Run 1, gate families picked out:
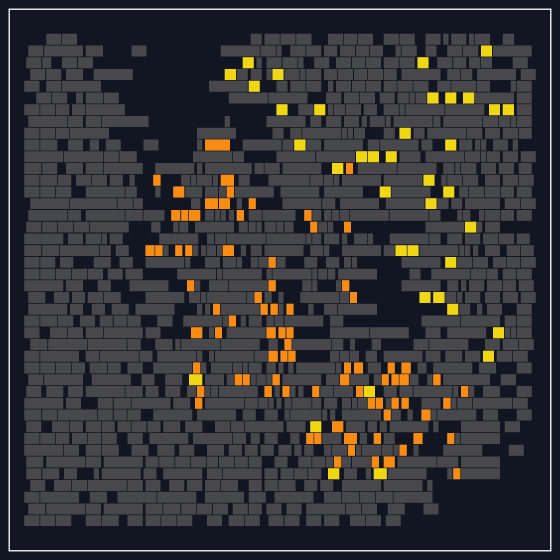
Run 1, I/O nets highlighted:
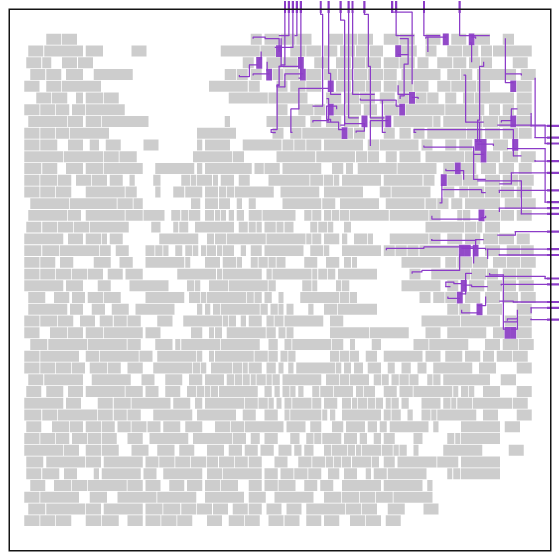
Run 1, the clock network:
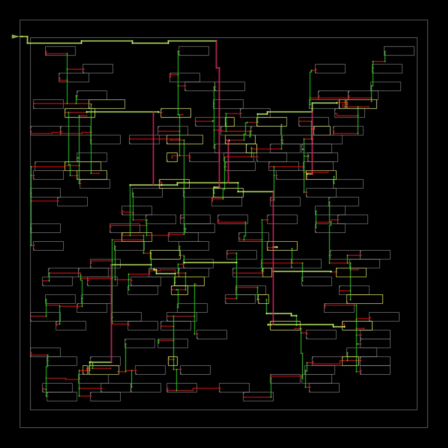
==> config.mk <==
export PLATFORM = sky130hd
export DESIGN_NAME = debug_dma_host_ctrl
export DESIGN_NICKNAME = d
export VERILOG_FILES = /design/src/rtl/debug_dma_host_ctrl.sv
export SDC_FILE = /design/constraint.sdc
export NUM_CORES = 1
export LEC_CHECK = 0
export CORE_MARGIN = 3
export CORE_UTILIZATION = 53
export CTS_CLUSTER_DIAMETER = 80
export DETAILED_ROUTE_END_ITERATION = 8
export PLACE_DENSITY = 0.95
export SETUP_SLACK_MARGIN = 0.5
export SYNTH_ARGS = -nofsm -noshare
export SYNTH_HDL_FRONTEND = slang
export SYNTH_SLANG_ARGS = --single-unit
==> constraint.sdc <==
create_clock -name gclk_i -period 8.2 [get_ports gclk_i]
set_input_delay 0.82 -clock gclk_i [delete_from_list [all_inputs] [get_ports gclk_i]]
set_output_delay 0.82 -clock gclk_i [all_outputs]
set_load 0.005 [all_outputs]
==> run summary, run 1 <==
Worst vdd rail ir drop: 0.443 mV
Routed WL per cell: 17.7 um
Yosys Chip Area: 7520 um2
Dominant comb cell: simple AND/OR/NAND/NOR gates
Final slew viol count: 0
Critical path capture point type: primary output
Chip area: 15700 um2
Startpoint types: input port
Area of the core: 13600 um2
Synth top area share: 43.9%
Total Routing Usage GR: 25.4%
Syn Inst Count: 723
DIE HEIGHT: 125 um
Core Util, Final: 76.0%
Vias per cell: 5.57
Place WS: 4.10 ns
Post-layout nets: 1031
Share of layout cells above drive strength 1: 11.6%
Clock Power Share: 18.6%
Worst Tran Pin Value: 0.941 ns
CTS H-tree depth: 4
WHS: 0.478 ns
Final WL: 19600 um
Post-CTS Setup Inserts: 0
Hpwl dp: 14100 um
Largest net degree at the start of global routing: 71
Clock root buffer: clkbuf_16
Setup ws final: 4.08 ns
Crit Path Max Fanout: 2
Placer Congestion: 0.862
Mapped Area: 7520 um2
Status: completed
Top post-synthesis cells by count: dfrtp_1 (132), xnor2_1 (87), nor2_1 (64)
Req. time, crit path: 7.38 ns
Cell Area, Placed: 9660 um2
Worst hold path depth: 1
Register area: 3300 um2
Max-cap viol count: 0
Setup Viol. Count Final: 0
Setup slack, reg-to-reg: 5.38 ns
Final Power: 4.41 mW
Distinct lib cells used: 53
DRT Pass-1 Iters: 7
Tool warning count: 26
Vias in the first global route: 6469
Commonest flop: dfrtp_1
Number of gates resized after CTS: 0
Starting Density: 55.5%
CTS clk-pin slew, worst paths: 0.05 ns
Ant diodes: 0
Area fraction in mux cells: 12.6%
Post-route DRC: 0
Sw Ratio: 34.9%
Clk_lat worst skew: 0.43 ns
Synthesis-stage register bit count: 132
Yosys stat cell total: 723
Final ANT Viol Nets: 0
Max FFs per register: 32
Complex Gates by Area: 9.77%
Post-synth ARST share: 100%
First-pass GRT wire length: 32400 um
Lkg Pwr: 3.99 nW
Via count: 6165
Area growth, synth to finish: 37.0%
DP Cell Count: 1075
Max Freq: 243 MHz
Switching power: 1.54 mW
Avg Cell Area, Syn: 10.4 um2
FF-to-FF path depth: 5
Cts hold-fix bufs: 0
Sequential share of power: 27.9%
Gate power share: 53.5%
Longest Clk Path Bufs: 2
Cell Rows: 42
Worst min-delay path category: flip-flop to flip-flop
TritonCTS clock tree: yes
Syn_nets: 836
Synth area leaders: dfrtp_1 (44%), xnor2_1 (10%), mux2_2 (8.2%), mux2i_1 (4.4%), nand3b_1 (3.4%)
Leading area contributor after synthesis: dfrtp_1
CTS buffer count: 17
Worst setup path class: input port to primary output
Final instance area: 10300 um2
Slew HR: 37.3%
Period Utilization, post-route: 50.2%
XOR-XNOR Cells, Area Fraction: 12.6%
Drt first-iter violations: 453
EDFF count, synth: 0
Total internal power: 2.87 mW
Power Density: 428 nW/um2
Gr ovfl total: 0
Final min period: 4.12 ns
Worst EP arrival: 3.30 ns
FA/HA/MAJ Cells, Area Fraction: 2.10%
Synth top cell by count: dfrtp_1
Yosys warning count: 0
Setup TNS: 0 ns
Die width: 125 um
Filler cells: 870
Fin. Hold Viols: 0
Simple Share, Synth: 14.8%
RSZ-0062 raised after global routing: no
Synth Seq Share: 43.9%
Antenna violations before repair: 0
Combinational Area: 3920 um2
## Picture notes: 'gate families picked out'
- non-inverting ao/oa cells: yellow (cells 38)
- aoi and oai cells: orange (cells 81)
Final Non-Filler Cells: 1107
Comb area share: 38.1%
most common logic cell in the routed design: clkdlybuf4s50_1

## Picture notes: 'I/O nets highlighted'
- `rsp_data_o`: purple (direction output; end cells 32; buffers 32; wire 943 um)
IO Pins: 210
Port Buf Inserts: 209

## Picture notes: 'the clock network'
clock tree sinks: 132
clk_skew: 0.0103 ns

run 1: worst max-delay path: stages:
cell and delay, ns:
clkdlybuf4s50_1 0.44, xnor2_1 0.15, xnor2_1 0.32, xnor2_2 0.18, xnor3_1 0.35, or4_1 0.43, nand3_2 0.10, clkdlybuf4s50_1 0.51
run 1: per-layer routing:
metal	vias to the layer above	GRT usage [%]	routed length [um]
li1	2905	-	-
met1	2958	30.8	7920
met2	268	41.3	9440
met3	34	9.34	1830
met4	0	10.3	438
met5	-	0	0
run 1: area by class of cell:
cell class | count | area share [%]
multi-input combinational | 533 | 38.1
sequential | 132 | 32.1
timing repair buffer | 215 | 20.7
clock buffer | 21 | 4.57
tap | 176 | 2.14
clock inverter | 11 | 1.69
inverter | 19 | 0.716
run 1: cells in the final DEF, fill, tap and decap left out, types with 17 or more instances in the layout:
cell type / n
clkdlybuf4s50_1: 209
dfrtp_1: 131
xnor2_1: 87
nor2_1: 64
mux2_2: 55
o21ai_0: 39
nand3b_1: 34
o21a_1: 34
mux2i_1: 33
nand2_1: 32
a21oi_1: 21
inv_1: 17
xor2_1: 17
clkbuf_16: 17
run 1: cell families (layout without fill, tap and decap cells):
logic type | after synthesis | after routing
AND-OR/OR-AND | 119 | 119
flip-flops | 132 | 132
AND/OR/NAND/NOR | 208 | 208
multiplexers | 88 | 88
adder cells (fa/ha/maj) | 12 | 12
XOR/XNOR | 106 | 106
buffers and inverters | 58 | 266
run 1: power groups by stage:
stage / sequential (mW) / clock, mW / combinational (mW)
after floorplan: 1.14 / 0 / 1.44
after detailed placement: 1.23 / 0 / 2.36
after global routing: 1.27 / 0.864 / 2.59
final: 1.23 / 0.822 / 2.36
after global placement: 1.22 / 0 / 2.33
after CTS: 1.23 / 0.834 / 2.39
Run 1, routed clock nets over the placement:
The bar under the picture is 50 um long.
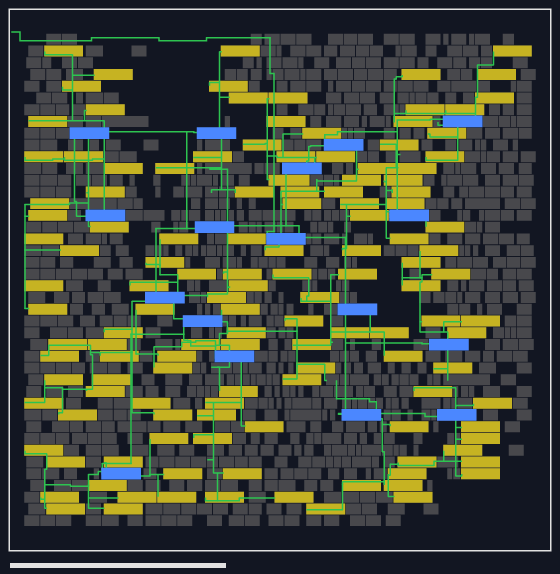

==> run 2: changes to the inputs <==
--- a/config.mk
+++ b/config.mk
@@ -6,10 +6,10 @@
 export NUM_CORES = 1
 export LEC_CHECK = 0
 export CORE_MARGIN = 3
-export CORE_UTILIZATION = 53
+export CORE_UTILIZATION = 49
 export CTS_CLUSTER_DIAMETER = 80
 export DETAILED_ROUTE_END_ITERATION = 8
-export PLACE_DENSITY = 0.95
+export PLACE_DENSITY = 0.93
 export SETUP_SLACK_MARGIN = 0.5
 export SYNTH_ARGS = -nofsm -noshare
 export SYNTH_HDL_FRONTEND = slang
==> constraint.sdc (replaced) <==
create_clock -name gclk_i -period 4.15 [get_ports gclk_i]
set_input_delay 0.415 -clock gclk_i [delete_from_list [all_inputs] [get_ports gclk_i]]
set_output_delay 0.415 -clock gclk_i [all_outputs]
set_load 0.005 [all_outputs]
Run 2, routed clock nets over the placement:
The bar under the picture is 50 um long.
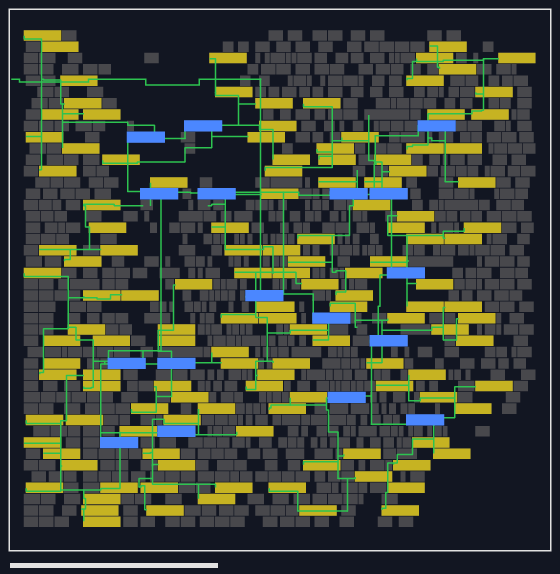
- flip-flops: yellow (count 132)
- clock wires: green (length 1760 um)
- clock-net drivers: blue (count 17)
- flops lie: spread over the die
Clock Power Share: 17.8%
clock group total power: 1.55 mW
clk_lat worst skew: 0.42 ns
clk_skew: 0.00945 ns

Run 2, I/O nets highlighted:
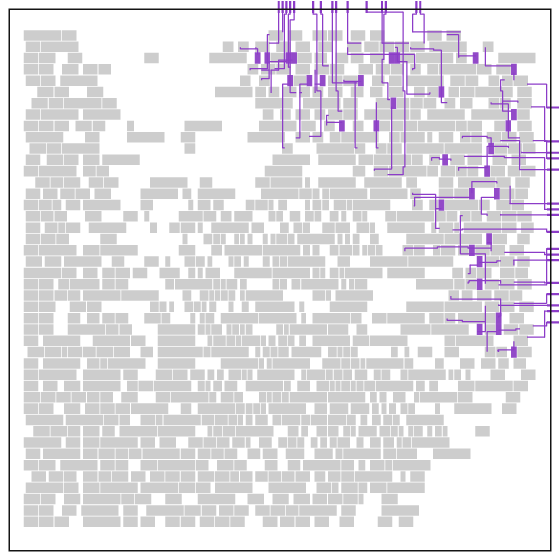
- `rsp_data_o`: purple (direction output; end cells 32; buffers 32; wire 982 um)

==> run summary, run 2 <==
Status: completed
Commonest flop: dfrtp_1
DP Cell Count: 1086 (+1.0%)
Synth area leaders: dfrtp_1 (44%), xnor2_1 (10%), mux2_2 (8.2%), mux2i_1 (4.4%), nand3b_1 (3.4%)
Leading area contributor after synthesis: dfrtp_1
Antenna violations before repair: 0 (unchanged)
Register area: 3300 um2 (unchanged)
Post-route DRC: 0 (unchanged)
Slew HR: 38.2% (+0.87 points)
Worst EP arrival: 3.09 ns (-0.21 ns)
Routed WL per cell: 18.1 um (+1.9%)
Setup TNS: 0 ns (unchanged)
Levels on crit path: 5 (-3)
TritonCTS clock tree: yes
Largest net degree at the start of global routing: 77 (+8.5%)
Yosys warning count: 0 (unchanged)
Total Routing Usage GR: 24.3% (-1.1 points)
Delay-heaviest family, CP: buffers and inverters
Starting Density: 51.0% (-4.5 points)
Worst setup path class: flip-flop to primary output
CTS clk-pin slew, worst paths: 0.06 ns (about the same)
Synth top cell by count: dfrtp_1
Final Non-Filler Cells: 1118 (+0.99%)
Setup Viol. Count Final: 0 (unchanged)
Max-cap viol count: 0 (unchanged)
Number of gates resized after CTS: 0 (unchanged)
DIE HEIGHT: 130 um (+3.8%)
Share of layout cells above drive strength 1: 11.9% (+0.28 points)
Power Density: 842 nW/um2 (+97%)
Hpwl dp: 14600 um (+3.0%)
Drt first-iter violations: 266 (-41%)
Post-layout nets: 1034 (+0.29%)
Worst min-delay path category: flip-flop to flip-flop
CTS H-tree depth: 4 (unchanged)
Vias per cell: 5.60 (+0.56%)
Setup slack, reg-to-reg: 1.07 ns (-4.31 ns)
Worst path bufs/invs: 2 (unchanged)
Most common logic cell in the routed design: clkdlybuf4s50_1
Synth Seq Share: 43.9% (unchanged)
Post-CTS Setup Inserts: 0 (unchanged)
Clock tree sinks: 132 (unchanged)
Startpoint types: flip-flop
Final WL: 20200 um (+3.0%)
Gr ovfl total: 0 (unchanged)
Syn Inst Count: 723 (unchanged)
Syn_nets: 836 (unchanged)
Tool warning count: 26 (unchanged)
Cell Chain, Critical Path: nand3_2, inv_1, nand4_1, nand3_2, clkdlybuf4s50_1
Die width: 130 um (+3.8%)
Worst path slowest cell: inv_1
Final slew viol count: 0 (unchanged)
Cell Rows: 44 (+4.8%)
Top post-synthesis cells by count: dfrtp_1 (132), xnor2_1 (87), nor2_1 (64)
Synth top area share: 43.9% (unchanged)
Combinational Area: 3920 um2 (unchanged)
Most frequent CP cell: nand3_2
Cts hold-fix bufs: 0 (unchanged)
First-pass GRT wire length: 32400 um (unchanged)
Crit Path Max Fanout: 25 (+23)
Req. time, crit path: 3.73 ns (-3.65 ns)
Longest Clk Path Bufs: 2 (unchanged)
RSZ-0062 raised after global routing: no
Distinct lib cells used: 53 (unchanged)
Synthesis-stage register bit count: 132 (unchanged)
Run 2, the clock network:
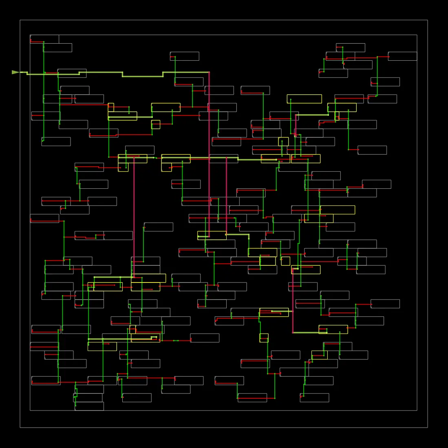
Flops: 132
clock buffers: 20
CTS buffer count: 17

run 2: cell counts after synthesis:
Identical to the previous run, type by type.
run 2: per-layer routing:
metal | part of all wire (%) | global-route usage, %
met4 | 1.5 | 7.27
met5 | 0 | 0
met1 | 40 | 29.4
met2 | 49 | 41.3
met3 | 9.4 | 8.27
run 2: cell families (layout without fill, tap and decap cells):
group,Yosys count,in the layout,synth area share [%]
compound gates,119,119,9.77
mux,88,88,12.6
flops,132,132,43.9
fa+ha+maj,12,12,2.10
buf+inv,58,269,4.11
simple gates,208,208,14.8
xor+xnor,106,106,12.6
run 2: power breakdown:
group	leakage (nW)	switching [mW]	internal, mW
clock	0.292	0.573	0.976
combinational	2.17	1.96	2.80
sequential	1.53	0.555	1.83
total	4.00	3.09	5.61
run 2: layout make-up:
cell class,count,share of cell area [%]
Clock buffer,20,4.42
Clock inverter,12,1.49
Inverter,19,0.727
Multi-Input combinational cell,533,38.0
Sequential cell,132,32.0
Tap cell,184,2.23
Timing Repair Buffer,218,21.2
run 2: metrics by stage:
stage	setup slack, ns	area [um2]	util, %	hold WS [ns]	power (mW)
2_1_floorplan	1.95	7520	-	0.449	5.10
3_3_place_gp	0.872	9720	65.9	0.467	7.01
3_5_place_dp	0.831	9720	65.9	0.479	7.17
4_1_cts	0.722	10300	70.0	0.491	8.78
5_1_grt	0.526	10300	70.0	0.500	9.31
6_report	0.644	10300	70.0	0.490	8.69
run 2: worst reg2reg max path: cells and delay by family (launching register included):
kind | cells | cell delay [ns]
buf+inv | 2 | 1.20
flops | 1 | 0.55
compound gates | 2 | 0.29
simple gates | 3 | 0.93
Power figures rest on the tool's default switching activity, not on a simulated workload.
